==> images/wires.png <==
Scale: 3 px per micron.
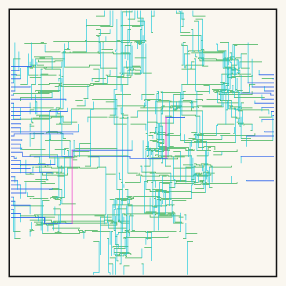
==> images/placement_by_type.png <==
Scale: 3 px per micron.
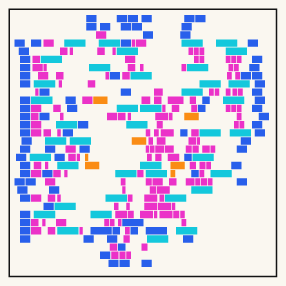
==> images/clocks.png <==
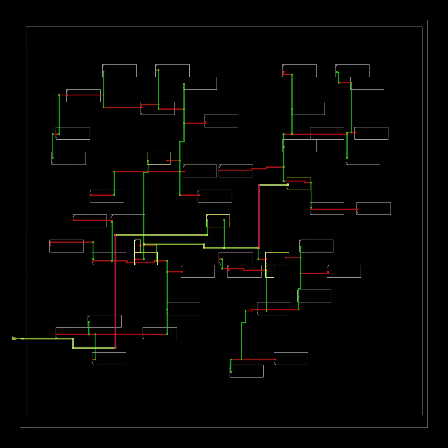
[src/rtl/sram_rr_ctrl.sv]
// sram_rr_ctrl
//   Shares one 256x8 asynchronous SRAM between two requesters with round-robin
//   arbitration. Each transaction is one SRAM bus cycle: a SETUP cycle, a strobe
//   pulse of STRB_CYC cycles, then a RECOVER cycle. All outputs are registered.
//
// Ports
//   clk_i               system clock, rising edge
//   rst_i               synchronous reset, active-high, highest priority
//   req0_i / req1_i     transaction request, held until the matching grant
//   we0_i / we1_i       1 = write, 0 = read
//   addr0_i / addr1_i   transaction address
//   wdata0_i / wdata1_i write data
//   gnt0_o / gnt1_o     one-cycle pulse, request captured (SETUP cycle)
//   done0_o / done1_o   one-cycle pulse, transaction complete (RECOVER cycle)
//   rdata_o             read data, valid while doneN is high after a read
//   sram_addr_o         SRAM address
//   sram_din_o          SRAM write data
//   sram_dout_i         SRAM read data
//   sram_cs_o           chip select, active-high
//   sram_wr_o           write strobe, active-low (SRAM commits on rising edge)
//   sram_rd_o           read strobe, active-low
//
// state   | meaning
// --------+-----------------------------------------------------------
// IDLE    | bus idle, requests sampled, winner's address/data latched
// SETUP   | cs high, strobes high, grant pulse to the winner
// STROBE  | selected strobe low for STRB_CYC cycles, read data sampled last
// RECOVER | strobe high again (write commits), done pulse, cs still high

module sram_rr_ctrl #(
  parameter int ADDR_W   = 8,
  parameter int DATA_W   = 8,
  parameter int STRB_CYC = 2
) (
  input  logic              clk_i,
  input  logic              rst_i,
  input  logic              req0_i,
  input  logic              req1_i,
  input  logic              we0_i,
  input  logic              we1_i,
  input  logic [ADDR_W-1:0] addr0_i,
  input  logic [ADDR_W-1:0] addr1_i,
  input  logic [DATA_W-1:0] wdata0_i,
  input  logic [DATA_W-1:0] wdata1_i,
  output logic              gnt0_o,
  output logic              gnt1_o,
  output logic              done0_o,
  output logic              done1_o,
  output logic [DATA_W-1:0] rdata_o,
  output logic [ADDR_W-1:0] sram_addr_o,
  output logic [DATA_W-1:0] sram_din_o,
  input  logic [DATA_W-1:0] sram_dout_i,
  output logic              sram_cs_o,
  output logic              sram_wr_o,
  output logic              sram_rd_o
);

  typedef enum logic [1:0] {
    IDLE    = 2'd0,
    SETUP   = 2'd1,
    STROBE  = 2'd2,
    RECOVER = 2'd3
  } state_e;

  state_e      state_q;
  logic        last_q;   // port that won most recently
  logic        port_q;   // port owning the current bus cycle
  logic        op_we_q;  // current bus cycle is a write
  logic [3:0]  cnt_q;    // strobe cycles remaining after this one

  // Port 1 wins when it is the only requester, or on a tie when port 0 won last.
  logic win1;
  assign win1 = req1_i && (!req0_i || !last_q);

  always_ff @(posedge clk_i) begin
    if (rst_i) begin
      state_q     <= IDLE;
      last_q      <= 1'b1;
      port_q      <= 1'b0;
      op_we_q     <= 1'b0;
      cnt_q       <= '0;
      gnt0_o      <= 1'b0;
      gnt1_o      <= 1'b0;
      done0_o     <= 1'b0;
      done1_o     <= 1'b0;
      rdata_o     <= '0;
      sram_addr_o <= '0;
      sram_din_o  <= '0;
      sram_cs_o   <= 1'b0;
      sram_wr_o   <= 1'b1;
      sram_rd_o   <= 1'b1;
    end else begin
      case (state_q)
        IDLE: begin
          done0_o <= 1'b0;
          done1_o <= 1'b0;
          if (req0_i || req1_i) begin
            port_q      <= win1;
            last_q      <= win1;
            op_we_q     <= win1 ? we1_i : we0_i;
            sram_addr_o <= win1 ? addr1_i : addr0_i;
            sram_din_o  <= win1 ? wdata1_i : wdata0_i;
            sram_cs_o   <= 1'b1;
            gnt0_o      <= !win1;
            gnt1_o      <= win1;
            state_q     <= SETUP;
          end
        end
        SETUP: begin
          gnt0_o    <= 1'b0;
          gnt1_o    <= 1'b0;
          cnt_q     <= 4'(STRB_CYC - 1);
          sram_wr_o <= !op_we_q;
          sram_rd_o <= op_we_q;
          state_q   <= STROBE;
        end
        STROBE: begin
          if (cnt_q == 4'd0) begin
            // rd is still low during this cycle, so the SRAM output is valid here.
            if (!op_we_q) rdata_o <= sram_dout_i;
            sram_wr_o <= 1'b1;
            sram_rd_o <= 1'b1;
            done0_o   <= !port_q;
            done1_o   <= port_q;
            state_q   <= RECOVER;
          end else begin
            cnt_q <= cnt_q - 4'd1;
          end
        end
        RECOVER: begin
          done0_o   <= 1'b0;
          done1_o   <= 1'b0;
          sram_cs_o <= 1'b0;
          state_q   <= IDLE;
        end
        default: state_q <= IDLE;
      endcase
    end
  end

endmodule

[config.mk]
export PLATFORM = sky130hd
export DESIGN_NAME = sram_rr_ctrl
export DESIGN_NICKNAME = d
export VERILOG_FILES = /design/src/rtl/sram_rr_ctrl.sv
export SDC_FILE = /design/constraint.sdc
export NUM_CORES = 1
export LEC_CHECK = 0
export CAP_MARGIN = 20
export CORE_MARGIN = 1
export CORE_UTILIZATION = 25
export CTS_CLUSTER_SIZE = 24
export DETAILED_ROUTE_END_ITERATION = 8
export GPL_TIMING_DRIVEN = 1
export HOLD_SLACK_MARGIN = 0.1
export SLEW_MARGIN = 20
export SYNTH_ARGS = -nofsm -noshare
export SYNTH_HDL_FRONTEND = slang
export SYNTH_SLANG_ARGS = --single-unit
[constraint.sdc]
create_clock -name clk_i -period 2 [get_ports clk_i]
set_input_delay 0.6 -clock clk_i [delete_from_list [all_inputs] [get_ports clk_i]]
set_output_delay 0.6 -clock clk_i [all_outputs]
set_load 0.02 [all_outputs]
==> results.sh <==
# flow metrics
export IMPL_hold_buffers=0
export IMPL_clk_pin_slew_ns=0.07
export IMPL_nMultiInputCombCells=143
export IMPL_rows=31
export IMPL_clkCellAreaFrac_pct=2.71
export IMPL_p_comb_w=0.00184
export IMPL_first_pass_iters=3
export IMPL_topCellsByArea="dfxtp_1 (43%), mux2i_1 (9.6%), a211oi_1 (7.2%), a21oi_1 (4.3%), ha_1 (4.0%)"
export IMPL_dp_hpwl_mm=3.29
export IMPL_die_area_sq_um=7840
export IMPL_htree_levels=2
export IMPL_sh_seq_area_pct=27.9
export IMPL_cp_data_arrival_time_ns=1.25
export IMPL_grt_use_met2_pct=21.0
export IMPL_power_leader="combinational cells"
export IMPL_syn_nets=254
export IMPL_maxSlewHeadroom_pct=77.8
export IMPL_synth_cell_type_count=41
export IMPL_startpoint="done1_o$_SDFFE_PP0P_"
export IMPL_grt_overflow=0
export IMPL_status="finished, final reports clean"
export IMPL_largest_class="multi-input combinational cells"
export IMPL_crit_cells=1
export IMPL_fillers=734
export IMPL_critPathCapture="done1_o"
export IMPL_layout_cells_most_common="clkdlybuf4s50_1"
export IMPL_setup_ws_ns=0.151
export IMPL_drt_initial_drc_count=33
export IMPL_cts_root_buf="clkbuf_8"
export IMPL_finalMaxSlewViolations=0
export IMPL_core_sq_um=7250
export IMPL_die_y_microns=88.6
export IMPL_yosys_area_share_aoi_pct=21.0
export IMPL_period_minus_slack_ns=1.85
export IMPL_synthCells=202
export IMPL_reg_top3="rdata_o: 8 flops, sram_addr_o: 8 flops, sram_din_o: 8 flops"
export IMPL_grt_pass1_vias=1693
export IMPL_nWellTaps=99
export IMPL_lay_top_cells="clkdlybuf4s50_1 (76), dfxtp_1 (40), nor2_1 (20)"
export IMPL_yosysMostFrequentCell="dfxtp_1"
export IMPL_logic_family="AND-OR/OR-AND gates"
export IMPL_finalPower_w=0.00352
export IMPL_worstSkewPairLatency_ns=0.29
export IMPL_pwr_density_cell_nw_per_um2=1230
export IMPL_p_seq_w=0.00117
export IMPL_drive_above_1_share_pct=8.19
export IMPL_r2r_start="cnt_q[0]$_SDFFE_PP0P_"
export IMPL_p_clk_share_pct=14.3
export IMPL_antenna_found_initial=0
export IMPL_min_period_over_period_pct=92.4
export IMPL_dp_slack_ns=0.0239
export IMPL_cts_tree="done"
export IMPL_async_reset_ff_share_pct=0
export IMPL_wl_met1_mm=2.06
export IMPL_comb_power_share_pct=52.3
export IMPL_cts_resized=0
export IMPL_hold_start="rdata_o[0]$_SDFFE_PP0P_"
export IMPL_setup_viol=0
Notes on wires.png above:
color	layer	wire length
blue	metal 3	389 microns
magenta	metal 4	38.1 microns
green	metal 1	2,060 microns
cyan	metal 2	2,070 microns
Wirelength per Cell: 12.0 microns
Post-Route WL: 4.56 mm
Total GRT Usage: 12.3%
via count: 1,736

Notes on placement_by_type.png above:
color	class	cells	share of their area
magenta	combinational and other logic	147	36%
blue	remaining buffers and delay cells	87	32%
orange	clock drivers and dummy loads	7	2.8%
cyan	sequential cells	40	29%
Final Cell Area: 2870 sq um
Final Core Density: 39.5%

Notes on clocks.png above:
Fin Clk Skew: 0.00532 ns
clock buf count: 6

